===== src/rtl/uart_pkg.sv =====
// -----------------------------------------------------------------------------
// uart_pkg
// Shared definitions for the buffered UART transmitter:
//   - tx_state_e : transmitter FSM state encoding (exposed on the debug port)
//   - PAR_NONE / PAR_EVEN / PAR_ODD : values of the PARITY parameter
// Optional feature macro: UART_TX_PARITY_EN adds the PARITY state.
// -----------------------------------------------------------------------------
package uart_pkg;

   localparam int PAR_NONE = 0;
   localparam int PAR_EVEN = 1;
   localparam int PAR_ODD  = 2;

   typedef enum logic [2:0] {
      ST_IDLE   = 3'd0,
      ST_ARM    = 3'd1,
      ST_START  = 3'd2,
      ST_DATA   = 3'd3,
`ifdef UART_TX_PARITY_EN
      ST_PARITY = 3'd4,
`endif
      ST_STOP   = 3'd5
   } tx_state_e;

endpackage


===== src/rtl/uart_tx_buffered_if.sv =====
// -----------------------------------------------------------------------------
// uart_tx_buffered_if
// Bus-side bundle of the buffered UART transmitter.
//   DataIn/InValid/InReady : write handshake. A word transfers on a Clock edge
//                            where InValid && InReady are both high. InReady is
//                            "FIFO not full"; it never depends on InValid.
//                            InValid while InReady is low is simply ignored
//                            (the word is dropped), so a source may hold it.
//   Transmit               : serial line, idle high
//   Busy                   : frame in progress or words still queued
//   Level                  : FIFO occupancy
// modport master : the word source (CPU side / testbench)
// modport slave  : the transmitter
// -----------------------------------------------------------------------------
interface uart_tx_buffered_if #(
   parameter int DATA_WIDTH = 16,
   parameter int FIFO_DEPTH = 4
);
   localparam int LVL_W = $clog2(FIFO_DEPTH) + 1;

   logic [DATA_WIDTH-1:0] DataIn;
   logic                  InValid;
   logic                  InReady;
   logic                  Transmit;
   logic                  Busy;
   logic [LVL_W-1:0]      Level;

   modport master (
      output DataIn, InValid,
      input  InReady, Transmit, Busy, Level
   );

   modport slave (
      input  DataIn, InValid,
      output InReady, Transmit, Busy, Level
   );
endinterface


===== src/rtl/tx_fifo.sv =====
// -----------------------------------------------------------------------------
// tx_fifo
// Synchronous FIFO holding words waiting to be serialised.
// Ports:
//   i_clk, i_rst_n : clock, asynchronous active-low reset (flushes the FIFO)
//   i_push, i_data : write request / word; ignored while full
//   i_pop          : read request; ignored while empty
//   o_data         : head word (combinational read of the head entry)
//   o_full,o_empty : status, both based on the pre-edge occupancy
//   o_level        : occupancy 0..FIFO_DEPTH
// FIFO_DEPTH must be a power of two so the pointers wrap naturally; the level
// counter is what tells full from empty when the pointers are equal.
// -----------------------------------------------------------------------------
module tx_fifo #(
   parameter int DATA_WIDTH = 16,
   parameter int FIFO_DEPTH = 4
) (
   input  logic                              i_clk,
   input  logic                              i_rst_n,
   input  logic                              i_push,
   input  logic [DATA_WIDTH-1:0]             i_data,
   input  logic                              i_pop,
   output logic [DATA_WIDTH-1:0]             o_data,
   output logic                              o_full,
   output logic                              o_empty,
   output logic [$clog2(FIFO_DEPTH):0]       o_level
);
   localparam int AW = $clog2(FIFO_DEPTH);
   localparam int LW = AW + 1;

   logic [DATA_WIDTH-1:0] r_mem [FIFO_DEPTH];
   logic [AW-1:0]         r_wr_ptr;
   logic [AW-1:0]         r_rd_ptr;
   logic [LW-1:0]         r_level;
   logic                  w_push_ok;
   logic                  w_pop_ok;

   assign o_full    = (r_level == LW'(FIFO_DEPTH));
   assign o_empty   = (r_level == '0);
   assign o_level   = r_level;
   assign o_data    = r_mem[r_rd_ptr];

   // A push on the same edge as a pop is still refused when full: o_full is
   // the pre-edge state, so a full FIFO never overwrites the head being read.
   assign w_push_ok = i_push && !o_full;
   assign w_pop_ok  = i_pop  && !o_empty;

   always_ff @(posedge i_clk) begin
      if (w_push_ok) begin
         r_mem[r_wr_ptr] <= i_data;
      end
   end

   always_ff @(posedge i_clk or negedge i_rst_n) begin
      if (!i_rst_n) begin
         r_wr_ptr <= '0;
         r_rd_ptr <= '0;
         r_level  <= '0;
      end else begin
         if (w_push_ok) r_wr_ptr <= r_wr_ptr + 1'b1;
         if (w_pop_ok)  r_rd_ptr <= r_rd_ptr + 1'b1;
         case ({w_push_ok, w_pop_ok})
            2'b10:   r_level <= r_level + 1'b1;
            2'b01:   r_level <= r_level - 1'b1;
            default: r_level <= r_level;
         endcase
      end
   end

endmodule


===== src/rtl/uart_tx_buffered.sv =====
// -----------------------------------------------------------------------------
// uart_tx_buffered
// Buffered asynchronous serial transmitter. Words enter a FIFO over the bus
// handshake and leave LSB-first as frames: start(0), data, [parity], stop(1).
// Each bit lasts one BaudTick-to-BaudTick interval.
// Ports:
//   Clock, Reset_n : clock, asynchronous active-low reset (aborts any frame,
//                    flushes the FIFO, drives the line high at once)
//   BaudTick       : one-cycle pulse per bit period
//   bus            : uart_tx_buffered_if.slave (DataIn/InValid/InReady,
//                    Transmit/Busy/Level)
//   o_dbg_state    : current FSM state
// Parameters: DATA_WIDTH (1..16), FIFO_DEPTH (power of two, >=2),
//   STOP_BITS (1 or 2), PARITY (PAR_NONE/PAR_EVEN/PAR_ODD).
// Optional feature macro: UART_TX_PARITY_EN. Without it no parity state or
// logic is built and PARITY is ignored.
// -----------------------------------------------------------------------------
module uart_tx_buffered
   import uart_pkg::*;
#(
   parameter int DATA_WIDTH = 16,
   parameter int FIFO_DEPTH = 4,
   parameter int STOP_BITS  = 1,
   parameter int PARITY     = 0
) (
   input  logic               Clock,
   input  logic               Reset_n,
   input  logic               BaudTick,
   uart_tx_buffered_if.slave  bus,
   output tx_state_e          o_dbg_state
);
   localparam int                 LVL_W     = $clog2(FIFO_DEPTH) + 1;
   localparam int                 CNT_W     = (DATA_WIDTH > 1) ? $clog2(DATA_WIDTH) : 1;
   localparam logic [CNT_W-1:0]   LAST_BIT  = CNT_W'(DATA_WIDTH - 1);
   localparam logic               LAST_STOP = 1'(STOP_BITS - 1);

   tx_state_e             r_state;
   tx_state_e             w_state_next;
   logic [DATA_WIDTH-1:0] r_shift;
   logic [DATA_WIDTH-1:0] w_shift_next;
   logic [CNT_W-1:0]      r_bit_cnt;
   logic [CNT_W-1:0]      w_bit_cnt_next;
   logic                  r_stop_cnt;
   logic                  w_stop_cnt_next;
   logic                  r_tx;
   logic                  w_tx_next;
   logic                  w_pop;
   logic [DATA_WIDTH-1:0] w_fifo_data;
   logic                  w_full;
   logic                  w_empty;
   logic [LVL_W-1:0]      w_level;

   tx_fifo #(
      .DATA_WIDTH (DATA_WIDTH),
      .FIFO_DEPTH (FIFO_DEPTH)
   ) u_fifo (
      .i_clk   (Clock),
      .i_rst_n (Reset_n),
      .i_push  (bus.InValid),
      .i_data  (bus.DataIn),
      .i_pop   (w_pop),
      .o_data  (w_fifo_data),
      .o_full  (w_full),
      .o_empty (w_empty),
      .o_level (w_level)
   );

`ifdef UART_TX_PARITY_EN
   localparam bit HAS_PAR = (PARITY != PAR_NONE);

   // Parity of the word is captured as it is popped, so the PARITY bit does
   // not depend on the (by then shifted) data register.
   logic r_parity;

   always_ff @(posedge Clock or negedge Reset_n) begin
      if (!Reset_n) begin
         r_parity <= 1'b0;
      end else if (w_pop) begin
         r_parity <= (^w_fifo_data) ^ (PARITY == PAR_ODD);
      end
   end
`else
   logic w_unused_parity;
   assign w_unused_parity = (PARITY != PAR_NONE);
`endif

   always_ff @(posedge Clock or negedge Reset_n) begin
      if (!Reset_n) begin
         r_state    <= ST_IDLE;
         r_shift    <= '0;
         r_bit_cnt  <= '0;
         r_stop_cnt <= 1'b0;
         r_tx       <= 1'b1;
      end else begin
         r_state    <= w_state_next;
         r_shift    <= w_shift_next;
         r_bit_cnt  <= w_bit_cnt_next;
         r_stop_cnt <= w_stop_cnt_next;
         r_tx       <= w_tx_next;
      end
   end

   always_comb begin
      w_state_next    = r_state;
      w_shift_next    = r_shift;
      w_bit_cnt_next  = r_bit_cnt;
      w_stop_cnt_next = r_stop_cnt;
      w_pop           = 1'b0;
      w_tx_next       = 1'b1;

      case (r_state)
         ST_IDLE: begin
            if (!w_empty) begin
               w_pop          = 1'b1;
               w_shift_next   = w_fifo_data;
               w_bit_cnt_next = '0;
               w_state_next   = ST_ARM;
            end
         end
         // ARM waits for a tick so the start bit is a full bit period long.
         ST_ARM: begin
            if (BaudTick) w_state_next = ST_START;
         end
         ST_START: begin
            if (BaudTick) w_state_next = ST_DATA;
         end
         ST_DATA: begin
            if (BaudTick) begin
               if (r_bit_cnt == LAST_BIT) begin
                  w_stop_cnt_next = 1'b0;
`ifdef UART_TX_PARITY_EN
                  w_state_next    = HAS_PAR ? ST_PARITY : ST_STOP;
`else
                  w_state_next    = ST_STOP;
`endif
               end else begin
                  w_shift_next   = r_shift >> 1;
                  w_bit_cnt_next = r_bit_cnt + 1'b1;
               end
            end
         end
`ifdef UART_TX_PARITY_EN
         ST_PARITY: begin
            if (BaudTick) begin
               w_stop_cnt_next = 1'b0;
               w_state_next    = ST_STOP;
            end
         end
`endif
         ST_STOP: begin
            if (BaudTick) begin
               if (r_stop_cnt == LAST_STOP) begin
                  // Queued word: go straight to its start bit, no ARM gap.
                  if (!w_empty) begin
                     w_pop          = 1'b1;
                     w_shift_next   = w_fifo_data;
                     w_bit_cnt_next = '0;
                     w_state_next   = ST_START;
                  end else begin
                     w_state_next   = ST_IDLE;
                  end
               end else begin
                  w_stop_cnt_next = r_stop_cnt + 1'b1;
               end
            end
         end
         default: begin
            w_state_next = ST_IDLE;
         end
      endcase

      // The line register takes the level of the state being entered, so it
      // only ever changes on the edges where the FSM advances on a tick.
      case (w_state_next)
         ST_START:  w_tx_next = 1'b0;
         ST_DATA:   w_tx_next = w_shift_next[0];
`ifdef UART_TX_PARITY_EN
         ST_PARITY: w_tx_next = r_parity;
`endif
         default:   w_tx_next = 1'b1;
      endcase
   end

   assign bus.InReady  = !w_full;
   assign bus.Transmit = r_tx;
   assign bus.Busy     = (r_state != ST_IDLE) || (w_level != '0);
   assign bus.Level    = w_level;
   assign o_dbg_state  = r_state;

endmodule


===== src/flat_wrapper.sv =====
// flat-port wrapper written by rule: the top's interface ports become plain ports
module uart_tx_buffered_flat import uart_pkg::*;
#(
   parameter int DATA_WIDTH = 16,
   parameter int FIFO_DEPTH = 4,
   parameter int STOP_BITS  = 1,
   parameter int PARITY     = 0
)
  (Clock, Reset_n, BaudTick, o_dbg_state, bus_DataIn, bus_InValid, bus_InReady, bus_Transmit, bus_Busy, bus_Level);
  uart_tx_buffered_if #(.DATA_WIDTH(DATA_WIDTH), .FIFO_DEPTH(FIFO_DEPTH)) bus_i ();
  input  logic Clock;
  input  logic Reset_n;
  input  logic BaudTick;
  output tx_state_e o_dbg_state;
  input wire logic [$bits(bus_i.DataIn)-1:0] bus_DataIn;
  input wire logic [$bits(bus_i.InValid)-1:0] bus_InValid;
  output wire logic [$bits(bus_i.InReady)-1:0] bus_InReady;
  output wire logic [$bits(bus_i.Transmit)-1:0] bus_Transmit;
  output wire logic [$bits(bus_i.Busy)-1:0] bus_Busy;
  output wire logic [$bits(bus_i.Level)-1:0] bus_Level;
  assign bus_i.DataIn = bus_DataIn;
  assign bus_i.InValid = bus_InValid;
  assign bus_InReady = bus_i.InReady;
  assign bus_Transmit = bus_i.Transmit;
  assign bus_Busy = bus_i.Busy;
  assign bus_Level = bus_i.Level;
  uart_tx_buffered #(.DATA_WIDTH(DATA_WIDTH), .FIFO_DEPTH(FIFO_DEPTH), .STOP_BITS(STOP_BITS), .PARITY(PARITY)) u_core (.Clock(Clock), .Reset_n(Reset_n), .BaudTick(BaudTick), .bus(bus_i), .o_dbg_state(o_dbg_state));
endmodule

===== config.mk =====
export PLATFORM = sky130hd
export DESIGN_NAME = uart_tx_buffered_flat
export DESIGN_NICKNAME = d
export VERILOG_FILES = /design/src/rtl/uart_pkg.sv /design/src/rtl/uart_tx_buffered_if.sv /design/src/rtl/tx_fifo.sv /design/src/rtl/uart_tx_buffered.sv /design/src/flat_wrapper.sv
export SDC_FILE = /design/constraint.sdc
export NUM_CORES = 1
export LEC_CHECK = 0
export CAP_MARGIN = 20
export CORE_MARGIN = 10
export CORE_UTILIZATION = 40
export CTS_CLUSTER_DIAMETER = 100
export DETAILED_ROUTE_END_ITERATION = 7
export HOLD_SLACK_MARGIN = 0.06
export PLACE_DENSITY = 0.59
export RECOVER_POWER = 25
export SYNTH_ARGS = -nofsm -noshare
export SYNTH_HDL_FRONTEND = slang
export SYNTH_HIERARCHICAL = 1
export SYNTH_SLANG_ARGS = --single-unit

===== constraint.sdc =====
create_clock -name Clock -period 6.7 [get_ports Clock]
set_clock_uncertainty 0.2 [all_clocks]
set_input_delay 1.005 -clock Clock [delete_from_list [all_inputs] [get_ports Clock]]
set_output_delay 1.005 -clock Clock [all_outputs]
set_load 0.005 [all_outputs]

Met1 routing:
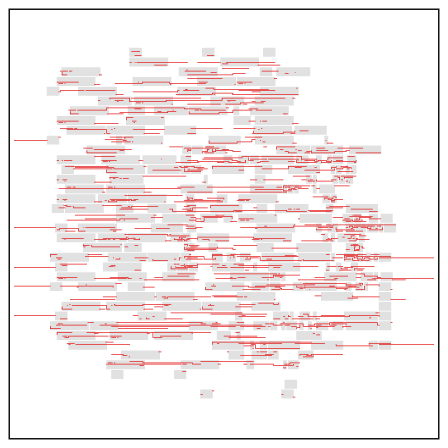
The longest straight run is 45.1 um. The layer carries 3130 um of wire. 264 nets have wire on it. The layer holds 48% of the routed length. The wires run mostly horizontal.
vias: 1994
final WL: 6.55 mm
GR Util met1: 0.126

The metal 2 layer:
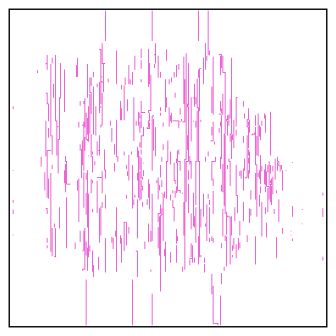
The longest straight run is 41.6 um. The wires run mostly vertical.

Met3 routing:
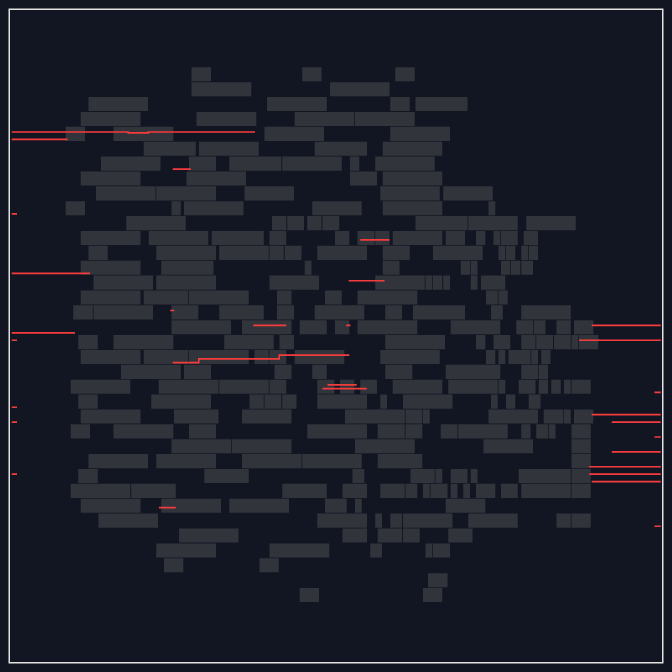
The wires run mostly horizontal. The layer holds 3.8% of the routed length.
met3 usage: 0.0227

Sequential cells grouped by signal name:
Bar = 20 um.
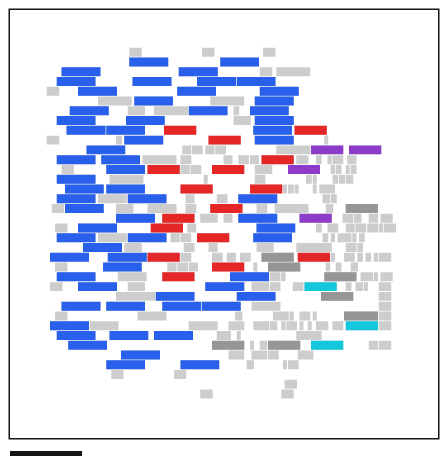
Key: blue = u_core/u_fifo/r_mem [sequential cells 64]; cyan = u_core/u_fifo/o_level [sequential cells 3]; red = u_core/r_shift [sequential cells 16, where centre]; purple = u_core/r_bit_cnt [sequential cells 4]
Another 8 sequential cells are not coloured.
final core occ: 0.466
P_seq: 0.900 mW
Flop area: 0.00270 mm^2
Seq area share: 0.598

==> impl_metrics.csv <==
group,metric,value,unit
finish,signal_buffers,30,
run_status,status,"complete, no violations",
final_timing,final.setup.tns,0,ps
finish,fin_area,0.00451,mm^2
finish,design.seq.count,95,
clock_network,clkTransAtPathRegs,100,ps
drt,remaining_drc_errors,0,
clock_network,cts_setup_buffers,0,
yosys,ys_sh_mux,0.105,
yosys,edf_count,64,
power,clock_power,0.360,mW
yosys,xor_area_frac,0.0156,
yosys,synthesis.area,0.00394,mm^2
power,power_frac_comb,0.270,
die,die_h,119,um
finish,final_cells,397,
power,pwr-share-seq,0.521,
power,power_frac_clock,0.208,
grt,grt_max_degree,32,
critical_path,crit_family,"buffers and inverters",
die,top_level_ports,29,
yosys,logic_family,"multiplexers",
finish,final_nets,287,
finish,syn_to_final_growth,14.6,%
clock_network,cts_hold_buf,0,
power,p_int,1.20,mW
finish,clk_share,0.0410,
placement,placed_cell_area,0.00430,mm^2
power,power_density,383,mW/mm^2
die,rows,36,
yosys,synth.avg_cell_area,17.0,um^2
grt,globalRoute.busiestLayer,"met2",
yosys,simple_gate_share,0.0515,
worst_hold_path,hold_class,"register to register",
final_timing,max_slew_margin,0.387,
power,p_sw,0.525,mW
clock_network,cts_buffer_depth,2,
critical_path,critPathCaptureType,"register",
[worst register-to-register path, stage by stage, from the launching register on]
cell	delay (ps)
dfrtp_1	480
nor2b_1	190
a2111o_1	440
inv_2	310
o31a_1	270
ha_1	200
inv_1	60
fa_1	370
xor2_1	150
nor2_1	110
xor2_1	150
[registers in the layout (all words and copies together), names as in the netlist]
| register | cells |
|---|---|
| u_core/u_fifo/r_wr_ptr | 2 |
| u_core/u_fifo/o_level | 3 |
| u_core/bus.Transmit | 1 |
| u_core/r_bit_cnt | 4 |
| u_core/r_shift | 16 |
| u_core/o_dbg_state | 3 |
| u_core/u_fifo/r_rd_ptr | 2 |
| u_core/u_fifo/r_mem | 64 |
[Yosys cell counts (2+ instances only)]
library cell and number:
inv_1 11, and2_1 4, nand4b_1 2, edfxtp_1 64, a21o_1 14, ha_1 6, buf_4 2, nand3_1 2
xnor2_1 4, a22o_1 13, o21ai_0 5, a21oi_1 3, nand2_1 8, mux4_1 8, dfrtp_1 30, nor2_1 6
buf_2 6, buf_6 2, xor2_1 3, mux4_2 8, nor3_1 6
[worst paths after layout]
check                                                     start  slack (ps)                                    to  cells after the start
worst max-delay path                                   BaudTick        3020  u_core/u_fifo/o_level[2]$_DFFE_PN0P_                     11
worst min-delay path             u_core/r_shift[10]$_DFFE_PN0P_         280        u_core/r_shift[10]$_DFFE_PN0P_                      1
worst max register to register  u_core/o_dbg_state[0]$_DFF_PN0_        3710  u_core/u_fifo/o_level[2]$_DFFE_PN0P_                     10
worst min register to register   u_core/r_shift[10]$_DFFE_PN0P_         280        u_core/r_shift[10]$_DFFE_PN0P_                      1
max in group asynchronous                               Reset_n        5140         u_core/bus.Transmit$_DFF_PN1_                      2
min in group asynchronous                               Reset_n         840  u_core/u_fifo/o_level[1]$_DFFE_PN0P_                      2
Power and IR drop assume default switching activity.
